## src/rtl/mips_multicycle_ctrl.sv

```systemverilog
// Multicycle MIPS control FSM: sequences fetch/decode/execute/mem/writeback
// and drives every datapath select/enable plus the 3-bit ALU op.
// Ports: clk, rst_n (sync, active low), op/funct from IR, zero from ALU;
// outputs pc_en, iord, mem_write, ir_write, memtoreg, regdst, reg_write,
// alu_srca, alu_srcb, pc_src, alu_control, illegal_op, state (debug).
module mips_multicycle_ctrl #(
  parameter bit ENABLE_ADDI = 1'b1,
  parameter bit ENABLE_JUMP = 1'b1
) (
  input  logic       clk,
  input  logic       rst_n,
  input  logic [5:0] op,
  input  logic [5:0] funct,
  input  logic       zero,
  output logic       pc_en,
  output logic       iord,
  output logic       mem_write,
  output logic       ir_write,
  output logic       memtoreg,
  output logic       regdst,
  output logic       reg_write,
  output logic       alu_srca,
  output logic [1:0] alu_srcb,
  output logic [1:0] pc_src,
  output logic [2:0] alu_control,
  output logic       illegal_op,
  output logic [3:0] state
);

  typedef enum logic [3:0] {
    FETCH   = 4'd0,
    DECODE  = 4'd1,
    MEMADR  = 4'd2,
    MEMRD   = 4'd3,
    MEMWB   = 4'd4,
    MEMWR   = 4'd5,
    EXECUTE = 4'd6,
    ALUWB   = 4'd7,
    BRANCH  = 4'd8,
    ADDIEX  = 4'd9,
    ADDIWB  = 4'd10,
    JUMP    = 4'd11
  } state_t;

  localparam logic [5:0] OP_LW   = 6'b100011;
  localparam logic [5:0] OP_SW   = 6'b101011;
  localparam logic [5:0] OP_R    = 6'b000000;
  localparam logic [5:0] OP_BEQ  = 6'b000100;
  localparam logic [5:0] OP_ADDI = 6'b001000;
  localparam logic [5:0] OP_J    = 6'b000010;

  localparam logic [2:0] ALU_ADD = 3'b010;
  localparam logic [2:0] ALU_SUB = 3'b110;
  localparam logic [2:0] ALU_AND = 3'b000;
  localparam logic [2:0] ALU_OR  = 3'b001;
  localparam logic [2:0] ALU_SLT = 3'b111;

  state_t cur, nxt;
  logic   pc_write;
  logic   branch;
  logic   funct_ok;
  logic [2:0] r_alu;

  always_ff @(posedge clk) begin
    if (!rst_n) cur <= FETCH;
    else        cur <= nxt;
  end

  always_comb begin
    funct_ok = 1'b1;
    r_alu    = ALU_ADD;
    case (funct)
      6'b100000: r_alu = ALU_ADD;
      6'b100010: r_alu = ALU_SUB;
      6'b100100: r_alu = ALU_AND;
      6'b100101: r_alu = ALU_OR;
      6'b101010: r_alu = ALU_SLT;
      default:   funct_ok = 1'b0;
    endcase
  end

  always_comb begin
    nxt         = FETCH;
    pc_write    = 1'b0;
    branch      = 1'b0;
    iord        = 1'b0;
    mem_write   = 1'b0;
    ir_write    = 1'b0;
    memtoreg    = 1'b0;
    regdst      = 1'b0;
    reg_write   = 1'b0;
    alu_srca    = 1'b0;
    alu_srcb    = 2'b00;
    pc_src      = 2'b00;
    alu_control = ALU_ADD;
    illegal_op  = 1'b0;
    unique case (cur)
      FETCH: begin
        ir_write = 1'b1;
        alu_srcb = 2'b01;
        pc_write = 1'b1;
        nxt      = DECODE;
      end
      DECODE: begin
        alu_srcb = 2'b11;
        case (op)
          OP_LW, OP_SW: nxt = MEMADR;
          OP_R: begin
            if (funct_ok) nxt = EXECUTE;
            else          illegal_op = 1'b1;
          end
          OP_BEQ: nxt = BRANCH;
          OP_ADDI: begin
            if (ENABLE_ADDI) nxt = ADDIEX;
            else             illegal_op = 1'b1;
          end
          OP_J: begin
            if (ENABLE_JUMP) nxt = JUMP;
            else             illegal_op = 1'b1;
          end
          default: illegal_op = 1'b1;
        endcase
      end
      MEMADR: begin
        alu_srca = 1'b1;
        alu_srcb = 2'b10;
        if (op == OP_LW)      nxt = MEMRD;
        else if (op == OP_SW) nxt = MEMWR;
      end
      MEMRD: begin
        iord = 1'b1;
        nxt  = MEMWB;
      end
      MEMWB: begin
        memtoreg  = 1'b1;
        reg_write = 1'b1;
      end
      MEMWR: begin
        iord      = 1'b1;
        mem_write = 1'b1;
      end
      EXECUTE: begin
        alu_srca    = 1'b1;
        alu_control = r_alu;
        nxt         = ALUWB;
      end
      ALUWB: begin
        regdst    = 1'b1;
        reg_write = 1'b1;
      end
      BRANCH: begin
        alu_srca    = 1'b1;
        alu_control = ALU_SUB;
        branch      = 1'b1;
        pc_src      = 2'b01;
      end
      ADDIEX: begin
        alu_srca = 1'b1;
        alu_srcb = 2'b10;
        nxt      = ADDIWB;
      end
      ADDIWB: begin
        reg_write = 1'b1;
      end
      JUMP: begin
        pc_src   = 2'b10;
        pc_write = 1'b1;
      end
      default: begin
        // Unreachable codes 12-15: recover to FETCH, everything quiet.
        alu_control = 3'b000;
      end
    endcase
    pc_en = pc_write | (branch & zero);
    state = cur;
    // Reset masks every output so no partial write escapes mid-instruction.
    if (!rst_n) begin
      pc_en       = 1'b0;
      iord        = 1'b0;
      mem_write   = 1'b0;
      ir_write    = 1'b0;
      memtoreg    = 1'b0;
      regdst      = 1'b0;
      reg_write   = 1'b0;
      alu_srca    = 1'b0;
      alu_srcb    = 2'b00;
      pc_src      = 2'b00;
      alu_control = 3'b000;
      illegal_op  = 1'b0;
      state       = 4'd0;
    end
  end

endmodule

```

## config.mk

```make
export PLATFORM = sky130hd
export DESIGN_NAME = mips_multicycle_ctrl
export DESIGN_NICKNAME = d
export VERILOG_FILES = /design/src/rtl/mips_multicycle_ctrl.sv
export SDC_FILE = /design/constraint.sdc
export NUM_CORES = 1
export LEC_CHECK = 0
export CORE_ASPECT_RATIO = 0.75
export CORE_MARGIN = 2
export CORE_UTILIZATION = 25
export DETAILED_ROUTE_END_ITERATION = 7
export PLACE_DENSITY = 0.63
export SYNTH_ARGS = -nofsm -noshare
export SYNTH_HDL_FRONTEND = slang
export SYNTH_SLANG_ARGS = --single-unit
```

## constraint.sdc

```tcl
create_clock -name clk -period 4.6 [get_ports clk]
set_input_delay 0.92 -clock clk [delete_from_list [all_inputs] [get_ports clk]]
set_output_delay 0.92 -clock clk [all_outputs]
set_load 0.05 [all_outputs]
```

Figure 1. PDN straps and rails (run 1).
Scale bar: 20 microns. Pins as bars on the die edge. Tap cells in gray.
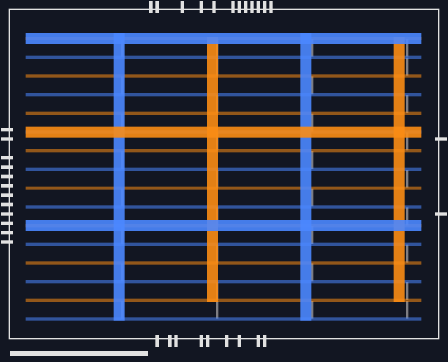
color	net
orange	VDD
blue	VSS
tap cells	34
rows	15
die y size: 47.7 microns
worst vdd ir: 0.0410 mV
Core Area: 0.00235 sq mm

Figure 2. Placement by cell class (run 1).
Scale bar: 20 microns.
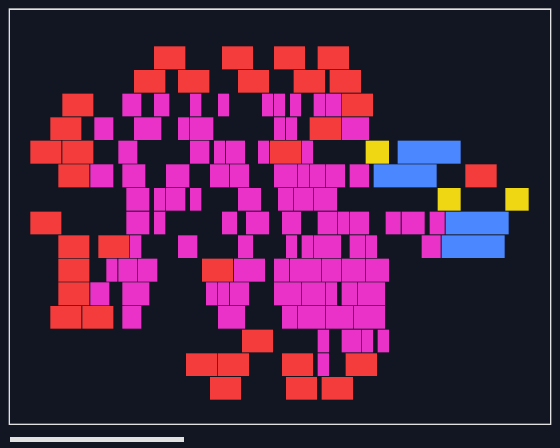
color	class	cells	share of their area
yellow	clock drivers	3	2.3%
blue	sequential cells	4	8.3%
magenta	combinational and other logic	90	54%
red	remaining buffers and delay cells	34	35%
Final Cell Area: 0.00101 sq mm
FP Rows: 15

==> flow_summary.ini, run 1 <==
; synthesis and place-and-route metrics
[layout]
regMostFlops = cur
largest_register_ffs = 4
antenna_cells = 0

[outcome]
status = completed

[route]
dr_total_vias = 845
wl_met1_microns = 944
ant_nets = 0
routed_wl_mm = 1.98
top_layer = met3

[critical_path]
r2r_start = cur[0]$_SDFF_PN0_
endpoint_kind = output port
slowest_delay_ns = 0.81
cp_max_fo = 8
worst-path-buf-inv = 2
crit_path_start_kind = primary input
crit_family = buffers and inverters
worstRegToRegCells = 4

[cts]
ctsHtreeMaxLevel = 1
clk_latency_ns = 0.23
ctsRootBufferMaster = clkbuf_4
clockBufferDepth = 2

[final_timing]
hold_viol = 0
setup_viol = 0
setup_tns_ns = 0
rsz0062_at_grt = no

[logic_synthesis]
ys_seq_elements = 4
synth_cells = 101
synth_area_sq_um = 636
synth_stat.cells = 101
topCellsByArea = dfxtp_1, nor2_1, nor2b_1, nand2_1, nor3b_1
synth_nets = 116
yosysWarnings = 0

[power]
p_leak_nw = 0.371
switchingPower_mw = 0.0517
power_frac_comb_pct = 43.4
power_density_mw_per_mm2 = 142

[run]
warning_count = 26

[hold_path]
min_to = cur[3]$_SDFF_PN0_
hold_path.class = flop to flop

[global_routing]
grt_start_max_net_pins = 18

[floorplan]
io_pins = 35
Figure 3. Routed clock nets over the placement (run 1).
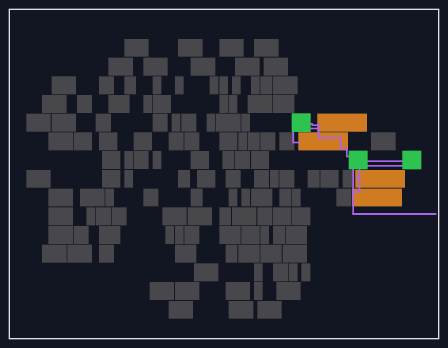
[purple] clock wires | length: 60.0 microns
[green] clock drivers | count: 3
[orange] flip-flops | count: 4
flops lie	middle right
routed clock nets	4
clk_skew: 0.00244 ns
Power Clock: 0.0419 mW
Clk pwr share: 29.2%

run 1: cells in the mapped netlist, drive strengths merged, types with 3 or more instances:
| master | instances |
|---|---|
| and2 | 4 |
| nor3b | 4 |
| nor2b | 6 |
| nand2b | 4 |
| inv | 4 |
| nand2 | 8 |
| a21oi | 5 |
| or3 | 3 |
| clkbuf | 5 |
| nor3 | 4 |
| dfxtp | 4 |
| nor2 | 17 |
run 1: area by class of cell:
class	count	area, sq um
Multi-Input combinational cell	86	512
Timing Repair Buffer	34	340
Inverter	4	15.0
Tap cell	34	42.5
Clock buffer	3	22.5
Sequential cell	4	80.1
Fill cell	263	1330
run 1: per-stage QoR:
| stage | instance area, sq um | util [%] | setup slack [ns] |
|---|---|---|---|
| after floorplan | 636 | - | 1.17 |
| after detailed placement | 990 | 42.2 | 0.518 |
| after global placement | 990 | 42.2 | 0.574 |
| after global routing | 1010 | 43.1 | 0.435 |
| final | 1010 | 43.1 | 0.543 |
| after CTS | 1010 | 43.1 | 0.529 |
run 1: logic make-up (layout without fill, tap and decap cells):
kind of cell,Yosys count,count (layout),share of synthesized area (%)
and+or+nand+nor,59,59,49.8
AOI/OAI and AO/OA,24,24,26.6
buffers and inverters,11,41,6.89
DFF,4,4,12.6
xor gates and xnor gates,3,3,4.13
run 1: tightest hold or removal path, cell delays in order (launching register included):
cell     delay, ns
dfxtp_1       0.42
nand2_1       0.17
nor4_1        0.08
run 1: routing by layer:
layer	vias up	global-route usage (%)
li1	431	-
met1	384	17.6
met2	30	24.8
met3	0	2.82
met4	0	2.67
met5	-	0
run 1: cells in the final DEF (no fill, tap or decap), drive strengths merged, types with 2 or more instances in the layout:
cell type      synthesis  layout
a22oi                  2       2
clkdlybuf4s50          0      34
o31ai                  2       2
nor3b                  4       4
a31oi                  2       2
dfxtp                  4       4
nand2                  8       8
a21oi                  5       5
clkbuf                 5       3
or3                    3       3
and2                   4       4
inv                    4       4
nor2                  17      17
nor3                   4       4
and3                   2       2
o21ai                  2       2
nor2b                  6       6
nand2b                 4       4
xor2                   2       2
nand3                  2       2
run 1: worst max path at each step:
stage	to
3_3_place_gp	illegal_op
6_report	illegal_op
2_1_floorplan	illegal_op
3_5_place_dp	illegal_op
4_1_cts	illegal_op
5_1_grt	illegal_op
run 1: power groups by stage:
stage | Sequential (mW) | Combinational [mW] | Clock, mW
global route | 0.0397 | 0.0673 | 0.0450
floorplan | 0.0370 | 0.0387 | 0
CTS | 0.0391 | 0.0626 | 0.0433
global placement | 0.0396 | 0.0619 | 0
finish | 0.0393 | 0.0624 | 0.0419
detailed placement | 0.0396 | 0.0625 | 0
==> run 2: changes to the inputs <==
--- a/config.mk
+++ b/config.mk
@@ -8,6 +8,7 @@
 export CORE_ASPECT_RATIO = 0.75
 export CORE_MARGIN = 2
 export CORE_UTILIZATION = 25
+export CTS_CLUSTER_SIZE = 8
 export DETAILED_ROUTE_END_ITERATION = 7
 export PLACE_DENSITY = 0.63
 export SYNTH_ARGS = -nofsm -noshare
Figure 4. Routed clock nets over the placement (run 2).
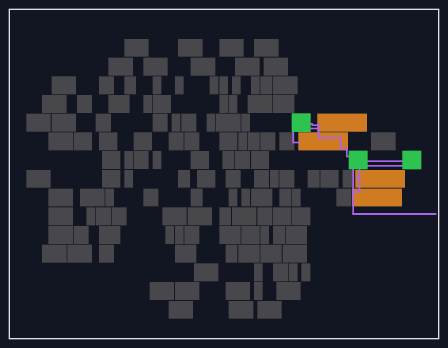
[purple] clock wires | length: 60.0 microns
[green] clock drivers | count: 3
[orange] flip-flops | count: 4
routed clock nets	4

==> flow_summary.ini, run 2 <==
; synthesis and place-and-route metrics
[outcome]
status = completed

[final_timing]
final.setup_skew_ns = 0.00244
setup_tns_ns = 0

[layout]
fin_util_pct = 43.1
fillers = 263
largest_register_ffs = 4
flop_area_sq_um = 80.1

[floorplan]
coreArea_sq_mm = 0.00235
rows = 15
io_pins = 35
die_h_microns = 47.7

[route]
routed_wl_mm = 1.98
dr_total_vias = 845

[run]
warning_count = 26

[logic_synthesis]
synthTopLogicFamily = simple AND/OR/NAND/NOR gates
yosys.area_share.aoi_pct = 26.6
yosysWarnings = 0
synth-xor-area-share_pct = 4.13
simple_gate_share_pct = 49.8
topCellsByArea = dfxtp_1, nor2_1, nor2b_1, nand2_1, nor3b_1
ys_sh_mux_pct = 0

[critical_path]
endpoint_kind = output port
slowest_delay_ns = 0.81
crit_path_start_kind = primary input

[cts]
clockBufferDepth = 2
ctsRootBufferMaster = clkbuf_4

[power]
power_density_mw_per_mm2 = 142
switchingPower_mw = 0.0517
==> run 2: power groups by stage <==
stage          registers (mW)  logic, mW  clock network (mW)
6_report               0.0393     0.0624              0.0419
5_1_grt                0.0397     0.0673              0.0450
4_1_cts                0.0391     0.0626              0.0433
3_5_place_dp           0.0396     0.0625                   0
3_3_place_gp           0.0396     0.0619                   0
2_1_floorplan          0.0370     0.0387                   0
==> run 2: worst paths after layout <==
check / from / end / cells after the start
worst max-delay path: op[3] / illegal_op / 6
worst min-delay path: cur[0]$_SDFF_PN0_ / cur[3]$_SDFF_PN0_ / 2
worst max register to register: cur[0]$_SDFF_PN0_ / cur[2]$_SDFF_PN0_ / 4
worst min register to register: cur[0]$_SDFF_PN0_ / cur[3]$_SDFF_PN0_ / 2
==> run 2: stage by stage <==
stage               std cells  setup slack, ns  cell area [sq um]  total power [mW]  hold WS (ns)
floorplan                 101             1.17                636            0.0757         0.587
global placement          162            0.574                990             0.101         0.702
detailed placement        162            0.518                990             0.102         0.699
CTS                       165            0.529               1010             0.145         0.714
global route              165            0.435               1010             0.152         0.786
finish                    165            0.543               1010             0.144         0.735
==> run 2: layout make-up <==
class,count,area share [%]
Sequential cell,4,7.91
Multi-Input combinational cell,86,50.6
Clock buffer,3,2.22
Inverter,4,1.48
Tap cell,34,4.20
Timing Repair Buffer,34,33.6
==> run 2: per-layer routing <==
metal,part of all wire (%),track usage (%),routed length [microns]
met4,0,2.67,0
met3,7.1,2.82,140
met5,0,0,0
met2,45,24.8,895
met1,48,17.6,944
==> run 2: kinds of logic after synthesis <==
logic type | count (synthesis)
xor gates and xnor gates | 3
and+or+nand+nor | 59
DFF | 4
buffers and inverters | 11
AOI/OAI and AO/OA | 24
==> run 2: worst register-to-register path, cell delays in order, from the launching register on <==
cell,delay [ns]
dfxtp_1,0.56
nor2b_1,0.36
nand4_1,0.12
or3_2,0.42
a21oi_1,0.16
Figure 5. Routed metal, one color a layer (run 2).
Scale bar: 20 microns. Only two layers are drawn.
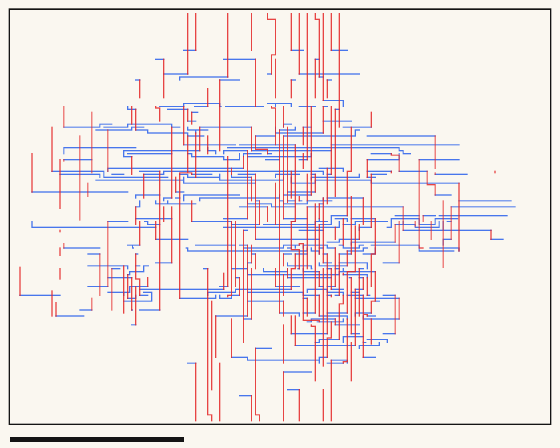

==> run 3: changes to the inputs <==
--- a/config.mk
+++ b/config.mk
@@ -5,12 +5,11 @@
 export SDC_FILE = /design/constraint.sdc
 export NUM_CORES = 1
 export LEC_CHECK = 0
-export CORE_ASPECT_RATIO = 0.75
 export CORE_MARGIN = 2
-export CORE_UTILIZATION = 25
+export CORE_UTILIZATION = 41
 export CTS_CLUSTER_SIZE = 8
 export DETAILED_ROUTE_END_ITERATION = 7
-export PLACE_DENSITY = 0.63
+export PLACE_DENSITY = 0.91
 export SYNTH_ARGS = -nofsm -noshare
 export SYNTH_HDL_FRONTEND = slang
 export SYNTH_SLANG_ARGS = --single-unit
Figure 6. Routed metal, one color a layer (run 3).
Scale bar: 10 microns. Only two layers are drawn.
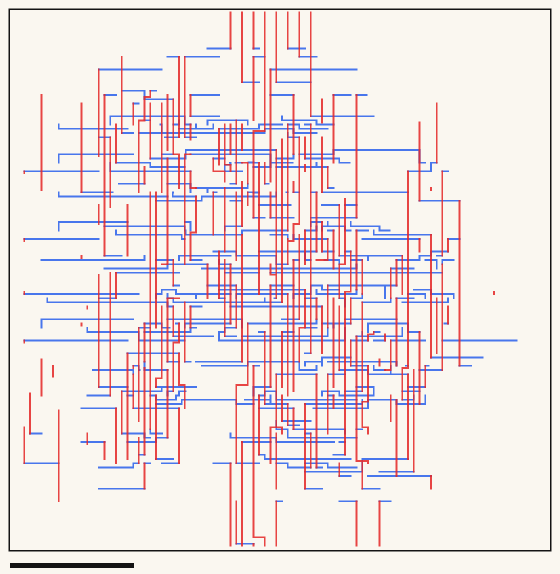
color	layer	wire length
blue	metal 1	834 microns
red	metal 2	922 microns

==> flow_summary.ini, run 3 <==
; synthesis and place-and-route metrics
[logic_synthesis]
topCellsByArea = dfxtp_1, nor2_1, nor2b_1, nand2_1, nor3b_1
top_cells_by_count = nor2_1, nand2_1, nor2b_1, a21oi_1, clkbuf_1
synth_stat.cells = 101
synth_nets = 116
ys_seq_elements = 4
yosysWarnings = 0
synth_cells = 101

[layout]
antenna_cells = 0
mi_logic_area_sq_um = 512
largest_register_ffs = 4
stdcell_area_sq_um = 990
fin_util_pct = 67.3
fillers = 132
final_cell_mix = clkdlybuf4s50_1, nor2_1, nand2_1, nor2b_1, a21oi_1
fin_cells = 147
regMostFlops = cur
layout_top_cell = clkdlybuf4s50_1
flop_area_sq_um = 80.1

[route]
routed_wl_mm = 1.90
dr_total_vias = 839
ant_nets = 0

[critical_path]
startpoint = op[3]
worstRegToRegCells = 4
reg2reg_to = cur[1]$_SDFF_PN0_
endpoint = illegal_op
crit_path_start_kind = primary input

[final_timing]
setup_viol = 0
rsz0062_at_grt = no
hold_viol = 0
final.setup_skew_ns = 0.00537
setup_slack_ns = 0.520

[power]
peakVddDrop_mv = 0.0772
p_leak_nw = 0.371

[floorplan]
rows = 14
io_pins = 35
coreArea_sq_mm = 0.00147
die_h_microns = 43.4

[placed_design]
placed_area_sq_um = 967
placed_cells = 144

[cts]
ctsRootBufferMaster = clkbuf_4
clockBufferDepth = 2
clk_latency_ns = 0.24

[outcome]
status = completed

[global_routing]
grt_start_max_net_pins = 18
## run 3: cell counts after synthesis
No cell type changed its count.
## run 3: cell type report
type / instances / area share, %
clock buffer: 3 / 2.28
inverter: 4 / 1.52
multi-input combinational: 86 / 51.7
sequential: 4 / 8.09
tap: 16 / 2.02
timing repair buffer: 34 / 34.4
## run 3: logic make-up (layout without fill, tap and decap cells)
family,after synthesis,count (layout),share of synthesized area (%)
DFF,4,4,12.6
and+or+nand+nor,59,59,49.8
AOI/OAI and AO/OA,24,24,26.6
buffers and inverters,11,41,6.89
xor gates and xnor gates,3,3,4.13
## run 3: how the worst min path moves through the flow
| stage | from | to | depth (start not counted) |
|---|---|---|---|
| final | cur[0]$_SDFF_PN0_ | cur[3]$_SDFF_PN0_ | 2 |
| after global routing | cur[0]$_SDFF_PN0_ | cur[3]$_SDFF_PN0_ | 2 |
| after CTS | cur[0]$_SDFF_PN0_ | cur[3]$_SDFF_PN0_ | 2 |
| after detailed placement | cur[0]$_SDFF_PN0_ | cur[3]$_SDFF_PN0_ | 2 |
| after global placement | cur[0]$_SDFF_PN0_ | cur[3]$_SDFF_PN0_ | 2 |
| after floorplan | cur[1]$_SDFF_PN0_ | cur[2]$_SDFF_PN0_ | 4 |
## run 3: report_power, final
group          internal (mW)  switching (mW)
sequential            0.0359         0.00326
combinational         0.0269          0.0360
clock                 0.0291          0.0140
## run 3: worst max-delay path: stages
cell and delay [ns]:
clkdlybuf4s50_1 0.53, xor2_1 0.22, o211a_1 0.22, or3_1 0.31, a21oi_1 0.14, clkdlybuf4s50_1 0.82
## run 3: per-layer routing
metal / vias to the layer above / wire length [microns] / track usage, %
met5: - / 0 / 0
met3: 2 / 129 / 5.42
met4: 0 / 10 / 9.09
li1: 423 / - / -
met2: 39 / 922 / 36.1
met1: 375 / 833 / 26.1

==> layout pictures side by side <==
Placement view.
image #1
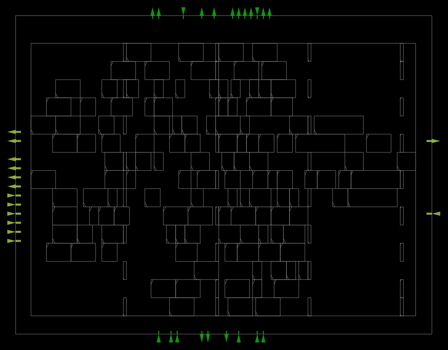
image #2
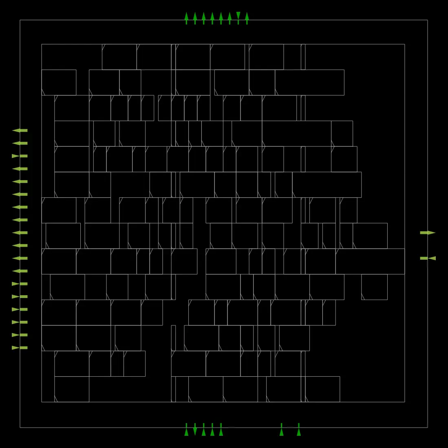
- highest utilization: image #2
Image #1 is run 2.
Image #2 is run 3.

Power and IR drop assume default switching activity.
